$ cat src/rtl/driver_pkg.sv
// driver_pkg: shared types and timing constants for the LED-driver sequencer.
//   state_t       : sequencer state encoding (boot, readback, idle, stream)
//   *_LEN         : latch-high lengths, in SCLK cycles, of each driver command
//   *_PAUSE       : SCLK-off gaps that precede a serial transfer
//   WAIT_LEN      : SCLK-running, latch-low gap between config write and readback
package driver_pkg;

   typedef enum logic [3:0] {
      ST_STALL       = 4'd0,
      ST_PREP_CONFIG = 4'd1,
      ST_CONFIG      = 4'd2,
      ST_WAIT        = 4'd3,
      ST_PREP_DUMP   = 4'd4,
      ST_DUMP        = 4'd5,
      ST_CHECK       = 4'd6,
      ST_IDLE        = 4'd7,
      ST_STREAM      = 4'd8
   } state_t;

   // Latch-high lengths that select the driver command.
   localparam int FCWRTEN_LEN   = 15;
   localparam int READFC_LEN    = 11;
   localparam int WRTFC_LEN     = 5;
   localparam int WRTGS_LEN     = 1;
   localparam int LATGS_LEN     = 3;
   localparam int LINERESET_LEN = 7;

   // Gaps around serial transfers.
   localparam int WRTFC_PAUSE  = 1;
   localparam int READFC_PAUSE = 5;
   localparam int WAIT_LEN     = 6;

endpackage

$ cat src/rtl/driver_readback.sv
// driver_readback: captures the function-control word read back from the
// currently selected driver and compares it with the word that was written.
//   clk_lse, nrst     : system clock, asynchronous active-low reset
//   state, cnt        : sequencer state and step counter (shift window decode)
//   driver_sout       : muxed SOUT of the selected driver, MSB first
//   serialized_conf   : reference configuration word
//   mismatch          : capture register differs from serialized_conf
module driver_readback
   import driver_pkg::*;
#(
   parameter int CONF_BITS = 48,
   parameter int CNT_W     = 7
) (
   input  logic                 clk_lse,
   input  logic                 nrst,
   input  state_t               state,
   input  logic [CNT_W-1:0]     cnt,
   input  logic                 driver_sout,
   input  logic [CONF_BITS-1:0] serialized_conf,
   output logic                 mismatch
);

   logic [CONF_BITS-1:0] capture;
   logic                 shift_en;

   // SOUT carries data only once the READFC pause has elapsed; SCLK runs on
   // exactly these cycles, so the capture sees CONF_BITS shifts per driver.
   assign shift_en = (state == ST_DUMP) && (cnt >= CNT_W'(READFC_PAUSE));

   always_ff @(posedge clk_lse or negedge nrst) begin
      if (!nrst) begin
         capture <= '0;
      end else if (shift_en) begin
         capture <= {capture[CONF_BITS-2:0], driver_sout};
      end
   end

   assign mismatch = (capture != serialized_conf);

endmodule

$ cat src/rtl/driver_sequencer.sv
// driver_sequencer: boots N_DRIVERS PWM LED drivers, verifies each driver's
// configuration through the SOUT mux, then streams grayscale segments with
// WRTGS/LATGS and a LINERESET once per multiplex frame.
//   clk_lse, nrst        : system clock, asynchronous active-low reset
//   framebuffer_dat      : one GS bit per driver, passed to SIN on data cycles
//   framebuffer_sync     : start-of-slice pulse, leaves IDLE
//   reconfigure          : request to re-run the boot sequence
//   serialized_conf      : function-control word, MSB shifted first
//   driver_sout          : muxed SOUT of the driver selected by driver_sout_mux
//   driver_sclk/gclk/lat : driver clocks (rising mid-cycle) and latch
//   drivers_sin          : serial data, one line per driver
//   conf_done/conf_error : boot complete / per-driver readback mismatch
//   segment_start        : one-cycle pulse at the first cycle of a segment
//   line_index           : current multiplex line
module driver_sequencer
   import driver_pkg::*;
#(
   parameter int N_DRIVERS = 30,
   parameter int GS_BITS   = 9,
   parameter int CHANNELS  = 48,
   parameter int CONF_BITS = 48,
   parameter int LINES     = 8
) (
   input  logic                         clk_lse,
   input  logic                         nrst,
   input  logic [N_DRIVERS-1:0]         framebuffer_dat,
   input  logic                         framebuffer_sync,
   input  logic                         reconfigure,
   input  logic [CONF_BITS-1:0]         serialized_conf,
   input  logic                         driver_sout,
   output logic                         driver_sclk,
   output logic                         driver_gclk,
   output logic                         driver_lat,
   output logic [N_DRIVERS-1:0]         drivers_sin,
   output logic [$clog2(N_DRIVERS)-1:0] driver_sout_mux,
   output logic                         conf_done,
   output logic [N_DRIVERS-1:0]         conf_error,
   output logic                         segment_start,
   output logic [$clog2(LINES)-1:0]     line_index
);

   localparam int SEG_LEN = 2**GS_BITS + 1;
   localparam int BLANK   = SEG_LEN - GS_BITS * (CHANNELS + 1);
   localparam int M_W     = $clog2(N_DRIVERS);
   localparam int L_W     = $clog2(LINES);
   localparam int CNT_W   = $clog2(CONF_BITS + READFC_PAUSE + FCWRTEN_LEN + 1);
   localparam int SEG_W   = $clog2(SEG_LEN);
   localparam int GRP_W   = $clog2(CHANNELS + 1);
   localparam int IDX_W   = $clog2(CONF_BITS);

   state_t               state, state_n;
   logic [CNT_W-1:0]     cnt, cnt_n;
   logic [SEG_W-1:0]     seg, seg_n;
   logic [GRP_W-1:0]     grp, grp_n;
   logic [L_W-1:0]       line, line_n;
   logic [M_W-1:0]       m;
   logic                 reconf_pend;
   logic                 lat_q, lat_n;
   logic                 sclk_en, sclk_n;
   logic                 gclk_en, gclk_n;
   logic                 fb_sel, fb_sel_n;
   logic                 seg_start_q, seg_start_n;
   logic [N_DRIVERS-1:0] sin_q, sin_n;
   logic                 mismatch;

   driver_readback #(
      .CONF_BITS(CONF_BITS),
      .CNT_W    (CNT_W)
   ) u_readback (
      .clk_lse        (clk_lse),
      .nrst           (nrst),
      .state          (state),
      .cnt            (cnt),
      .driver_sout    (driver_sout),
      .serialized_conf(serialized_conf),
      .mismatch       (mismatch)
   );

   // State register. Outputs are decoded from the next state so that every
   // registered output lines up with the state it belongs to.
   always_ff @(posedge clk_lse or negedge nrst) begin
      if (!nrst) begin
         state       <= ST_STALL;
         cnt         <= '0;
         seg         <= '0;
         grp         <= '0;
         line        <= '0;
         m           <= '0;
         reconf_pend <= 1'b0;
         conf_done   <= 1'b0;
         conf_error  <= '0;
         lat_q       <= 1'b0;
         sclk_en     <= 1'b0;
         gclk_en     <= 1'b0;
         fb_sel      <= 1'b0;
         seg_start_q <= 1'b0;
         sin_q       <= '0;
      end else begin
         state       <= state_n;
         cnt         <= cnt_n;
         seg         <= seg_n;
         grp         <= grp_n;
         line        <= line_n;
         lat_q       <= lat_n;
         sclk_en     <= sclk_n;
         gclk_en     <= gclk_n;
         fb_sel      <= fb_sel_n;
         seg_start_q <= seg_start_n;
         sin_q       <= sin_n;
         // A request seen mid-segment is held until the segment boundary.
         reconf_pend <= (state == ST_STREAM) && (state_n == ST_STREAM) &&
                        (reconf_pend || reconfigure);
         if (state_n == ST_STALL) begin
            m          <= '0;
            conf_done  <= 1'b0;
            conf_error <= '0;
         end else if (state == ST_CHECK) begin
            conf_error[m] <= mismatch;
            if (m == M_W'(N_DRIVERS - 1)) conf_done <= 1'b1;
            else m <= m + 1'b1;
         end
      end
   end

   // Next-state and counter logic.
   always_comb begin
      state_n = state;
      cnt_n   = cnt + 1'b1;
      seg_n   = seg;
      grp_n   = grp;
      line_n  = line;
      case (state)
         ST_STALL: begin
            state_n = ST_PREP_CONFIG;
            cnt_n   = '0;
         end
         ST_PREP_CONFIG:
            if (cnt == CNT_W'(FCWRTEN_LEN - 1)) begin
               state_n = ST_CONFIG;
               cnt_n   = '0;
            end
         ST_CONFIG:
            if (cnt == CNT_W'(WRTFC_PAUSE + CONF_BITS - 1)) begin
               state_n = ST_WAIT;
               cnt_n   = '0;
            end
         ST_WAIT:
            if (cnt == CNT_W'(WAIT_LEN - 1)) begin
               state_n = ST_PREP_DUMP;
               cnt_n   = '0;
            end
         ST_PREP_DUMP:
            if (cnt == CNT_W'(READFC_LEN - 1)) begin
               state_n = ST_DUMP;
               cnt_n   = '0;
            end
         ST_DUMP:
            if (cnt == CNT_W'(READFC_PAUSE + CONF_BITS - 1)) begin
               state_n = ST_CHECK;
               cnt_n   = '0;
            end
         ST_CHECK: begin
            state_n = (m == M_W'(N_DRIVERS - 1)) ? ST_IDLE : ST_PREP_DUMP;
            cnt_n   = '0;
         end
         ST_IDLE: begin
            cnt_n = '0;
            if (reconfigure) begin
               state_n = ST_STALL;
            end else if (framebuffer_sync) begin
               state_n = ST_STREAM;
               seg_n   = '0;
               grp_n   = '0;
               line_n  = '0;
            end
         end
         ST_STREAM: begin
            cnt_n = '0;
            if (seg == SEG_W'(SEG_LEN - 1)) begin
               seg_n  = '0;
               grp_n  = '0;
               line_n = (line == L_W'(LINES - 1)) ? '0 : line + 1'b1;
               if (reconf_pend || reconfigure) begin
                  state_n = ST_STALL;
                  line_n  = '0;
               end
            end else begin
               seg_n = seg + 1'b1;
               // Group counter is parked at 0 through blanking and the first
               // post-blank cycle, then wraps every CHANNELS+1 cycles.
               if (seg_n <= SEG_W'(BLANK)) grp_n = '0;
               else grp_n = (grp == GRP_W'(CHANNELS)) ? '0 : grp + 1'b1;
            end
         end
         default: begin
            state_n = ST_STALL;
            cnt_n   = '0;
         end
      endcase
   end

   // Output decode of the upcoming state/counters.
   always_comb begin
      lat_n       = 1'b0;
      sclk_n      = 1'b0;
      gclk_n      = 1'b0;
      fb_sel_n    = 1'b0;
      seg_start_n = 1'b0;
      sin_n       = '0;
      case (state_n)
         ST_PREP_CONFIG: begin
            lat_n  = 1'b1;
            sclk_n = 1'b1;
         end
         ST_CONFIG:
            if (cnt_n >= CNT_W'(WRTFC_PAUSE)) begin
               sclk_n = 1'b1;
               sin_n  = {N_DRIVERS{serialized_conf[
                           IDX_W'(CONF_BITS + WRTFC_PAUSE - 1 - int'(cnt_n))]}};
               lat_n  = (cnt_n >= CNT_W'(WRTFC_PAUSE + CONF_BITS - WRTFC_LEN));
            end
         ST_WAIT: sclk_n = 1'b1;
         ST_PREP_DUMP: begin
            lat_n  = 1'b1;
            sclk_n = 1'b1;
         end
         ST_DUMP: sclk_n = (cnt_n >= CNT_W'(READFC_PAUSE));
         ST_STREAM: begin
            gclk_n      = (seg_n != '0);
            seg_start_n = (seg_n == '0);
            if (grp_n != '0) begin
               sclk_n   = 1'b1;
               fb_sel_n = 1'b1;
            end
            lat_n = (grp_n >= GRP_W'(CHANNELS - WRTGS_LEN + 1));
            if (line_n == L_W'(LINES - 1)) begin
               if (seg_n >= SEG_W'(SEG_LEN - LINERESET_LEN)) lat_n = 1'b1;
            end else begin
               if (seg_n >= SEG_W'(SEG_LEN - LATGS_LEN)) lat_n = 1'b1;
            end
         end
         default: ;
      endcase
   end

   // Enables change only while clk_lse is high, so the gated clocks are
   // glitch-free and rise mid-cycle, half a period after SIN/LAT settle.
   assign driver_sclk     = sclk_en & ~clk_lse;
   assign driver_gclk     = gclk_en & ~clk_lse;
   assign driver_lat      = lat_q;
   // Grayscale data goes straight from the framebuffer on SCLK cycles.
   assign drivers_sin     = fb_sel ? framebuffer_dat : sin_q;
   assign driver_sout_mux = m;
   assign segment_start   = seg_start_q;
   assign line_index      = line;

endmodule
$ cat config.mk
export PLATFORM = sky130hd
export DESIGN_NAME = driver_sequencer
export DESIGN_NICKNAME = d
export VERILOG_FILES = /design/src/rtl/driver_pkg.sv /design/src/rtl/driver_readback.sv /design/src/rtl/driver_sequencer.sv
export SDC_FILE = /design/constraint.sdc
export NUM_CORES = 1
export LEC_CHECK = 0
export ABC_AREA = 0
export CAP_MARGIN = 20
export CORE_ASPECT_RATIO = 1.75
export CORE_UTILIZATION = 35
export CTS_CLUSTER_SIZE = 20
export DETAILED_ROUTE_END_ITERATION = 10
export GPL_ROUTABILITY_DRIVEN = 0
export SYNTH_ARGS = -nofsm -noshare
export SYNTH_HDL_FRONTEND = slang
export SYNTH_SLANG_ARGS = --single-unit
$ cat constraint.sdc
create_clock -name clk_lse -period 3.55 [get_ports clk_lse]
set_input_delay 0.5325 -clock clk_lse [delete_from_list [all_inputs] [get_ports clk_lse]]
set_output_delay 0.5325 -clock clk_lse [all_outputs]
set_load 0.05 [all_outputs]
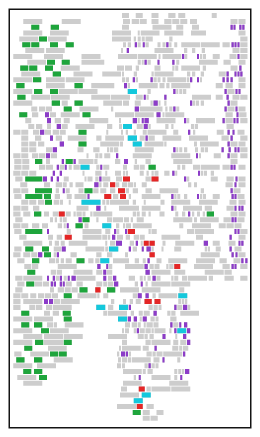
**Above:** run 1 (selected gate families).
Key: green = mux cells [cells 67, most used mux2_2, where a vertical strip on the left]; cyan = fa/ha/maj cells [cells 16, most used ha_1]; red = non-inverting ao/oa cells [cells 18, where centre]; purple = nand cells [cells 187, most used nand2_1]
Non-Filler Instances: 1265
most frequent logic cell in the layout: clkdlybuf4s50_1
Comb/total area: 41.08%

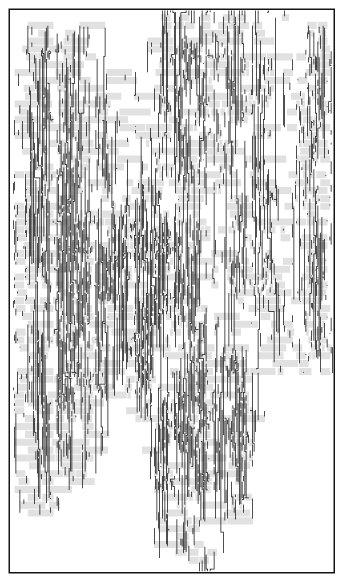
**Above:** run 1 (met2 routing).
Cells faint in the background.
The longest straight run is 58.8 um. The layer holds 55% of the routed length.

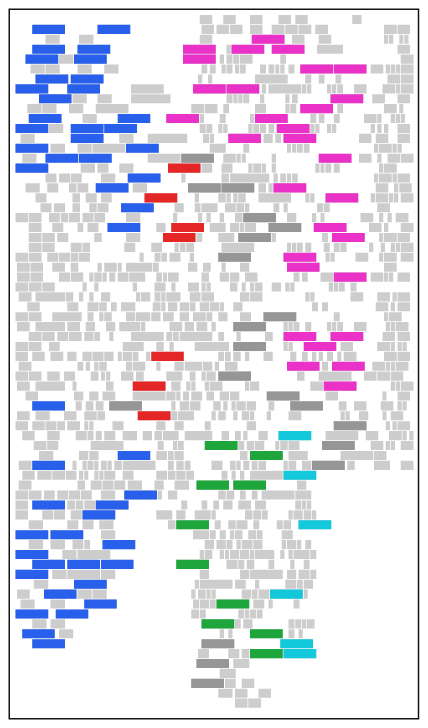
**Above:** run 1 (sequential cells grouped by signal name).
Other sequential cells in the stronger grey, the rest of the logic in the fainter grey.
Key: blue = `u_readback.capture` [flops 48]; red = `cnt` [flops 7]; magenta = `conf_error` [flops 30]; cyan = `grp` [flops 6]; green = `seg` [flops 10, where bottom centre]
Another 20 sequential cells are not coloured.
sequential power: 1.38 mW
Layout Utilization: 48.66%

-- run 1: final cells by class --
type / count / area (um2)
clock inverters: 14 / 175.2
flip-flops and latches: 121 / 3028
inverters: 24 / 90.09
well taps: 252 / 315.3
multi-input cells: 643 / 4167
clock buffers: 23 / 548.0
fillers: 1983 / 10700
repair buffers: 188 / 1821
-- run 1: layer usage --
| layer | global-route usage [%] | vias up | wire, um |
|---|---|---|---|
| met3 | 4.272 | 63 | 1092 |
| met5 | 0 | - | 0 |
| met4 | 15.72 | 0 | 1397 |
| met1 | 20.62 | 3304 | 7868 |
| met2 | 41.18 | 255 | 12480 |
| li1 | - | 3267 | - |
-- run 1: stage by stage --
stage          util (%)  worst slack [ns]  hold WS [ns]  area [um2]
6_report          48.66           0.06203       0.04640       10140
5_1_grt           48.66          -0.03377        0.1189       10140
4_1_cts           48.34           0.01537       0.07811       10080
3_5_place_dp      44.95           0.02942        0.4914        9369
3_3_place_gp      44.95            0.1063        0.4896        9369
2_1_floorplan         -           0.01380        0.2369        7416
-- run 1: sequential cells by signal, summed over array words and instances (netlist names) --
| register | flops |
|---|---|
| driver_sout_mux | 5 |
| u_readback.capture | 48 |
| state | 4 |
| conf_done | 1 |
| conf_error | 30 |
| sin_q | 1 |
| driver_lat | 1 |
| seg | 10 |
| segment_start | 1 |
| grp | 6 |
| cnt | 7 |
| line_index | 3 |
| sclk_en | 1 |
| fb_sel | 1 |
| reconf_pend | 1 |
| gclk_en | 1 |
-- run 1: power by group through the flow --
stage	Combinational, mW	Sequential (mW)	Clock, mW
2_1_floorplan	0.116	1.41	0.0489
6_report	0.306	1.38	2.07
3_5_place_dp	0.307	1.41	0.0704
5_1_grt	0.324	1.38	2.17
3_3_place_gp	0.307	1.41	0.0704
4_1_cts	0.308	1.38	2.11
==> Slide: Implementation Results, run 1 <==
Synthesis and Place & Route Summary

Timing
  – Slew Limit Fails: 0
  – Clock skew: 0.008195 ns
  – Actual slew at the worst max-slew pin: 0.9953 ns
  – RSZ-0062 raised after global routing: true
  – Setup_tns: 0 ns

Die
  – Die width: 111.9 um
  – Die height: 194.4 um
  – Core outline area: 0.02085 mm2
  – Initial Util: 35.50%
  – Num ports: 156

Critical path
  – R2R depth: 13
  – Buf/Inv on CP: 3
  – Critical Path Source Type: clock port
  – CP startpoint: clk_lse
  – CP max stage delay: 0.83 ns
  – Critical path fanouts, max: 2
  – Worst endpoint required time: 3.02 ns
  – Critical path endpoint category: output pin
  – Worst Setup EP: driver_sclk
  – Critical Path Stages: 4
  – Critical-path top delay cell: clkdlybuf4s50_1
  – Dominant cell type by count on the critical path: clkbuf_16
  – Cell family with most CP delay: buffers and inverters
  – Crit path cell chain: clkbuf_16 -> clkbuf_16 -> nor2b_1 -> clkdlybuf4s50_1
  – FF-to-FF setup slack: 0.10 ns
  – Worst r2r dst: sin_q[28]

Placed design
  – # placed instances: 1228
  – Port Buffer Count: 155
  – Dpl hpwl: 17.42 mm

Routing
  – TritonRoute pass-1 iters: 8
  – Routed via count: 6889
  – Residual DRC count: 20
  – Routed Antenna Nets: 0
  – WL final: 22.84 mm
  – DR iter-0 viols: 373

Yosys
  – Basic Gates by Area: 21.99%
  – Yosys cell count: 835
  – Post-synth EDFFs: 0
  – Most numerous cell in the Yosys netlist: nand2_1
  – Post-synthesis sequential area ratio: 40.91%
  – Top cell area share: 40.91%
  – Top cells, area: dfrtp_1, mux2_2, nand2_1, xnor2_1, nor2_1
  – Mapped Area: 0.007401 mm2
  – Adder Area Share: 2.705%
  – Seq cells post-synth: 121
  – Top post-synthesis cells by count: nand2_1, dfrtp_1, nor2_1
  – YS warnings: 0
  – Ys async rst share: 100.0%
  – Synth unique cells: 60
  – Syn Area/Cell: 8.863 um2
  – Synthesized Nets: 934

Global route
  – Remaining Overflow, GRT: 0
  – Initial antenna violation count: 0
  – Pin count of the biggest net entering global routing: 57
  – Gr usage total: 21.83%
  – First-pass GRT wire length: 36.29 mm

Layout
  – Ant diodes: 0
  – Nets@finish: 1100
  – Most instantiated logic cells after routing: clkdlybuf4s50_1, nand2_1, dfrtp_1, nor2_1, xnor2_1
  – Layout cell share with drive strength beyond 1: 13.92%

Power and ir drop
  – Power Total: 3.758 mW
  – NetSw: 0.9172 mW
  – Leakage: 4.289 nW
  – Cell internal pwr: 2.841 mW
  – Maximum VDD drop: 0.0003583 V
  – Clk network pwr share: 55.1%
  – PD cells: 370.5 mW/mm2
  – Switching part of the total: 24.41%

CTS
  – CTS tree: built
  – CTS-repair resized insts: 1

Flow run
  – Max cap viols: 0

Status
  – Outcome: finished with violations
  – Failing checks: DRC

Hold path
  – Hold WC Path Type: input port to async pin
==> run 2, diff against run 1 <==
- SLEW_MARGIN: unset -> 20
==> Slide: Implementation Results, run 2 <==
Synthesis and Place & Route Summary

Die
  – Die width: 111.9 um (unchanged)
  – Initial Util: 35.50% (unchanged)
  – Num ports: 156 (unchanged)
  – Core outline area: 0.02085 mm2 (unchanged)
  – Die height: 194.4 um (unchanged)

Layout
  – Non-Filler Instances: 1265 (unchanged)
  – Max reg flops: 48 (unchanged)
  – Final instance area: 0.01014 mm2 (unchanged)
  – Ant diodes: 0 (unchanged)
  – Nets@finish: 1100 (unchanged)
  – Most instantiated logic cells after routing: clkdlybuf4s50_1, nand2_1, dfrtp_1, nor2_1, xnor2_1
  – Most frequent logic cell in the layout: clkdlybuf4s50_1
  – Layout cell share with drive strength beyond 1: 13.92% (unchanged)
  – Layout Utilization: 48.66% (unchanged)

Power and ir drop
  – Power Total: 3.758 mW (unchanged)
  – PD cells: 370.5 mW/mm2 (unchanged)
  – Leakage: 4.289 nW (unchanged)
  – Maximum VDD drop: 0.0003583 V (unchanged)

Yosys
  – Top post-synthesis cells by count: nand2_1, dfrtp_1, nor2_1
  – Mapped Area: 0.007401 mm2 (unchanged)
  – Most numerous cell in the Yosys netlist: nand2_1
  – Syn Area/Cell: 8.863 um2 (unchanged)
  – Post-synthesis sequential area ratio: 40.91% (unchanged)
  – Synthesized Nets: 934 (unchanged)
  – Yosys cell count: 835 (unchanged)
  – Top cell area share: 40.91% (unchanged)
  – YS warnings: 0 (unchanged)
  – Post-synth EDFFs: 0 (unchanged)
  – Synth unique cells: 60 (unchanged)
  – Ys async rst share: 100.0% (unchanged)
  – Top cells, area: dfrtp_1, mux2_2, nand2_1, xnor2_1, nor2_1

Placed design
  – Port Buffer Count: 155 (unchanged)
  – Placement Setup Slack: 0.02942 ns (unchanged)
  – Dpl hpwl: 17.42 mm (unchanged)
  – # placed instances: 1228 (unchanged)

Global route
  – First-pass GRT wire length: 36.29 mm (unchanged)
  – Pin count of the biggest net entering global routing: 57 (unchanged)
  – Gr usage total: 21.83% (unchanged)
  – Initial antenna violation count: 0 (unchanged)
  – Remaining Overflow, GRT: 0 (unchanged)

Critical path
  – Worst endpoint required time: 3.02 ns (about the same)
  – Critical Path Source Type: clock port
  – Critical path fanouts, max: 2 (unchanged)
  – CP max stage delay: 0.83 ns (about the same)
  – Buf/Inv on CP: 3 (unchanged)
  – FF-to-FF setup slack: 0.10 ns (about the same)
  – Worst Setup EP: driver_sclk
  – Dominant cell type by count on the critical path: clkbuf_16
  – Critical Path Stages: 4 (unchanged)
  – Critical path endpoint category: output pin
  – R2R depth: 13 (unchanged)
  – Critical-path top delay cell: clkdlybuf4s50_1

CTS
  – CTS tree: built

Flow run
  – Max cap viols: 0 (unchanged)

Timing
  – Setup_tns: 0 ns (unchanged)
  – Hold WS: 0.04640 ns (unchanged)
  – RSZ-0062 raised after global routing: true
  – Actual slew at the worst max-slew pin: 0.9953 ns (unchanged)
  – Slew Limit Fails: 0 (unchanged)
  – Clock skew: 0.008195 ns (unchanged)
  – Setup WS post-layout: 0.06203 ns (unchanged)

Routing
  – Routed Antenna Nets: 0 (unchanged)
  – DR iter-0 viols: 373 (unchanged)
  – Residual DRC count: 20 (unchanged)
  – TritonRoute pass-1 iters: 8 (unchanged)

Status
  – Outcome: finished with violations
  – Failing checks: DRC
-- run 2: area by class of cell --
cell class / instances / area, um2
clock buffer: 23 / 548.0
clock inverter: 14 / 175.2
fill: 1983 / 10700
inverter: 24 / 90.09
multi-input combinational: 643 / 4167
sequential: 121 / 3028
tap: 252 / 315.3
timing repair buffer: 188 / 1821
-- run 2: worst register-to-register path, cell delays in order (launching register included) --
cell and delay, ns:
dfrtp_1 0.43, inv_2 0.08, ha_1 0.15, or4b_4 0.49, o211ai_1 0.34, o311ai_4 0.21
o21ai_2 0.25, buf_4 0.22, inv_2 0.07, buf_12 0.16, mux4_2 0.43, mux2i_1 0.19
a22oi_1 0.12, o211a_1 0.21
-- run 2: kinds of logic (layout without fill, tap and decap cells) --
kind of cell | Yosys count | in the layout | synth area share, %
compound gates | 144 | 144 | 12.43
simple gates | 353 | 353 | 22.00
flops | 121 | 121 | 40.91
xor+xnor | 63 | 63 | 7.557
buf+inv | 71 | 249 | 3.804
fa+ha+maj | 16 | 16 | 2.705
mux | 67 | 67 | 10.60
-- run 2: per-layer routing --
layer	track usage (%)	wire, um	vias up
met5	0	0	-
met4	15.72	1397	0
li1	-	-	3267
met1	20.62	7868	3304
met2	41.18	12480	255
met3	4.272	1092	63
-- run 2: repair_timing --
item                                    in CTS  in global routing
pin swaps                                    0                  4
resized                                      1                 11
buffers inserted                             0                  2
endpoints found under the setup margin       1                  3
-- run 2: power by group --
part / switching, mW / total [mW] / internal [mW]
clock network: 0.754 / 2.07 / 1.32
logic: 0.162 / 0.306 / 0.143
registers: 0.00100 / 1.38 / 1.38
total: 0.917 / 3.76 / 2.84
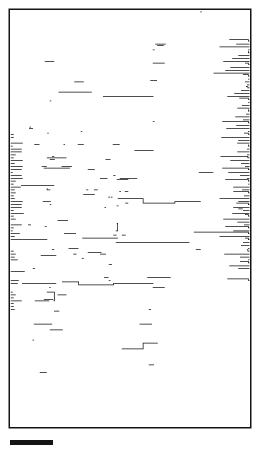
**Above:** run 2 (metal 3).
The bar under the picture is 20 um long.
The longest straight run is 34.0 um. The layer carries 1090 um of wire.
WL final: 22.84 mm
routed via count: 6889
met3 Use GR: 4.272%

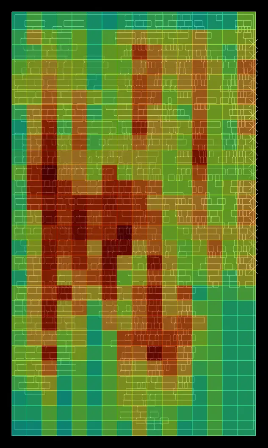
**Above:** run 2 (congestion heat map).
DR WL/cell: 18.06 um
met1 Usage GRT: 20.62%

==> run 3, diff against run 2 <==
- CAP_MARGIN: 20 -> unset
- HOLD_SLACK_MARGIN: unset -> 0.15
==> Slide: Implementation Results, run 3 <==
Synthesis and Place & Route Summary

Status
  – Outcome: finished with violations
  – Failing checks: DRC

Layout
  – Ant diodes: 0 (unchanged)
  – Layout cell share with drive strength beyond 1: 13.91% (about the same)
  – FILL cells: 1982 (-0.050%)
  – Layout Utilization: 48.71% (about the same)
  – FF/Latch Area: 0.003028 mm2 (unchanged)
  – Non-Filler Instances: 1266 (+0.079%)
  – Most frequent logic cell in the layout: clkdlybuf4s50_1
  – Most instantiated logic cells after routing: clkdlybuf4s50_1, nand2_1, dfrtp_1, nor2_1, xnor2_1
  – Final instance area: 0.01015 mm2 (about the same)
  – Logic area: 0.004167 mm2 (unchanged)
  – Max reg flops: 48 (unchanged)
  – Nets@finish: 1101 (+0.091%)

Yosys
  – Mapped Area: 0.007401 mm2 (unchanged)
  – Ys async rst share: 100.0% (unchanged)
  – Top post-synthesis cells by count: nand2_1, dfrtp_1, nor2_1
  – Post-synth EDFFs: 0 (unchanged)
  – Synth unique cells: 60 (unchanged)
  – YS warnings: 0 (unchanged)
  – Yosys cell count: 835 (unchanged)
  – Syn Area/Cell: 8.863 um2 (unchanged)
  – Synthesized Nets: 934 (unchanged)
  – Top cell area share: 40.91% (unchanged)
  – Top cells, area: dfrtp_1, mux2_2, nand2_1, xnor2_1, nor2_1
  – Post-synthesis sequential area ratio: 40.91% (unchanged)
  – Area reported by Yosys stat: 0.007401 mm2
  – Most numerous cell in the Yosys netlist: nand2_1

Critical path
  – Worst EP arrival: 2.96 ns
  – R2R depth: 13 (unchanged)
  – Critical Path Source Type: clock port
  – Worst endpoint required time: 3.02 ns (about the same)
  – Critical path fanouts, max: 2 (unchanged)
  – FF-to-FF setup slack: 0.10 ns (about the same)
  – Critical path endpoint category: output pin

Routing
  – TritonRoute pass-1 iters: 8 (unchanged)
  – DR iter-0 viols: 310 (-17%)
  – Routed Antenna Nets: 0 (unchanged)
  – Drt via density: 5.423
  – Residual DRC count: 20 (unchanged)
  – DR WL/cell: 18.03 um (-0.16%)

Die
  – Die height: 194.4 um (unchanged)
  – Initial Util: 35.50% (unchanged)
  – Core outline area: 0.02085 mm2 (unchanged)
  – Die width: 111.9 um (unchanged)
  – Rows: 70
  – Num ports: 156 (unchanged)

Timing
  – Setup_tns: 0 ns (unchanged)
  – RSZ-0062 raised after global routing: true
  – Slew Limit Fails: 0 (unchanged)
  – Hold WS: 0.4980 ns (+0.4516 ns)
  – Actual slew at the worst max-slew pin: 0.9792 ns (-0.01616 ns)
  – Clock skew: 0.008129 ns (-0.00006545 ns)
  – Setup WS post-layout: 0.06232 ns (+0.0002938 ns)

Placed design
  – # placed instances: 1228 (unchanged)
  – Port Buffer Count: 155 (unchanged)
  – Dpl hpwl: 17.42 mm (unchanged)
  – Placement Setup Slack: 0.02942 ns (unchanged)

Power and ir drop
  – PD cells: 370.2 mW/mm2 (about the same)
  – Leakage: 4.293 nW (about the same)
  – Power Total: 3.759 mW (about the same)
  – Maximum VDD drop: 0.0003588 V (+0.14%)

CTS
  – CTS tree: built

Hold path
  – Hold WC Path Type: register to register

Global route
  – Number of global-route vias before repair: 6936
  – Remaining Overflow, GRT: 0 (unchanged)
  – Pin count of the biggest net entering global routing: 57 (unchanged)
  – First-pass GRT wire length: 36.30 mm (about the same)
  – Gr usage total: 21.84% (about the same)
  – Initial antenna violation count: 0 (unchanged)

Flow run
  – Tool warnings: 40
  – Max cap viols: 0 (unchanged)
[run 3: cell counts after synthesis]
No cell type changed its count.
[run 3: cell type report]
| cell class | count | share of cell area [%] |
|---|---|---|
| Clock buffer | 23 | 5.397 |
| Sequential cell | 121 | 29.82 |
| Clock inverter | 14 | 1.725 |
| Tap cell | 252 | 3.105 |
| Multi-Input combinational cell | 643 | 41.04 |
| Timing Repair Buffer | 189 | 18.03 |
| Inverter | 24 | 0.8872 |
[run 3: final timing paths]
check | to | startpoint
max in group asynchronous | grp[5] | nrst
max | driver_sclk | clk_lse
min in group asynchronous | conf_error[17] | nrst
min reg2reg | conf_done | conf_done
max reg2reg | sin_q[28] | cnt[0]
min | conf_done | conf_done
[run 3: critical path: stages]
cell,delay (ns)
clkbuf_16,0.13
clkbuf_16,0.13
nor2b_1,0.10
clkdlybuf4s50_1,0.83
[run 3: repair_timing]
action / in CTS / in global routing
resized: 1 / 11
cloned: 0 / 0
setup endpoints to repair: 1 / 3
hold endpoints to repair: 54 / 0
hold buffers: 1 / 0
pin swaps: 0 / 4
setup buffers: 0 / 2
[run 3: power by group]
group	switching (mW)	total, mW	internal, mW	leakage, nW
clock	0.754	2.07	1.32	0.365
sequential	0.00107	1.38	1.38	1.60
combinational	0.163	0.307	0.144	2.33
total	0.918	3.76	2.84	4.29
[run 3: kinds of logic (layout without fill, tap and decap cells)]
group           Yosys count  after routing  share of synthesized area [%]
simple gates            353            353                          22.00
compound gates          144            144                          12.43
flops                   121            121                          40.91
buf+inv                  71            250                          3.804
mux                      67             67                          10.60
xor+xnor                 63             63                          7.557
fa+ha+maj                16             16                          2.705
[run 3: metal layers]
metal,vias up,GRT usage [%],share of wire [%]
met4,0,15.72,6.1
met2,244,41.18,54
met1,3284,20.64,35
met3,66,4.272,4.6
li1,3272,-,-
met5,-,0,0
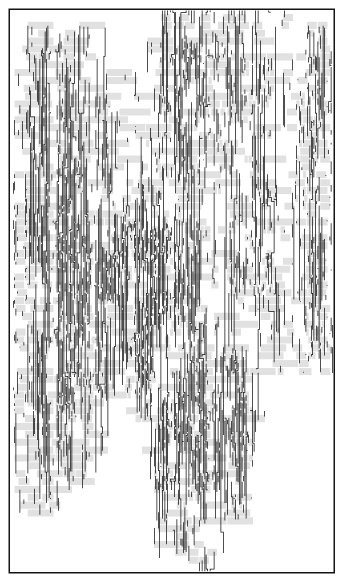
**Above:** run 3 (met2 routing).
Cells faint in the background.
The layer holds 54% of the routed length. The longest straight run is 55.8 um. The wires run mostly vertical.
met2 Use GR: 41.18%
routed via count: 6866
WL final: 22.82 mm

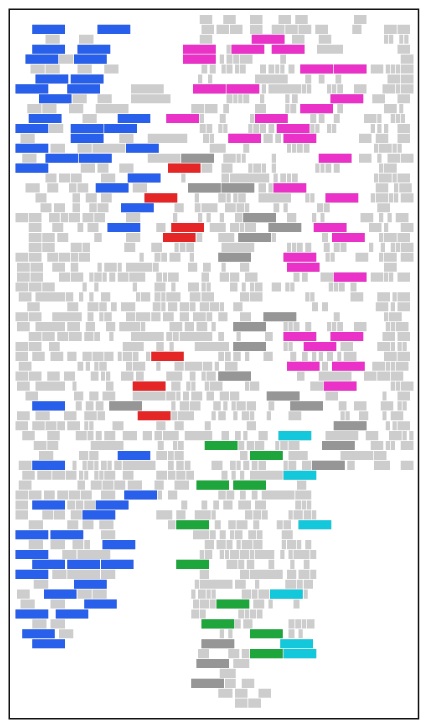
**Above:** run 3 (sequential cells grouped by signal name).
Other sequential cells in the stronger grey, the rest of the logic in the fainter grey.
Key: cyan = `grp` [flops 6]; green = `seg` [flops 10, where bottom centre]; magenta = `conf_error` [flops 30]; blue = `u_readback.capture` [flops 48]; red = `cnt` [flops 7]

Power and IR drop assume default switching activity.
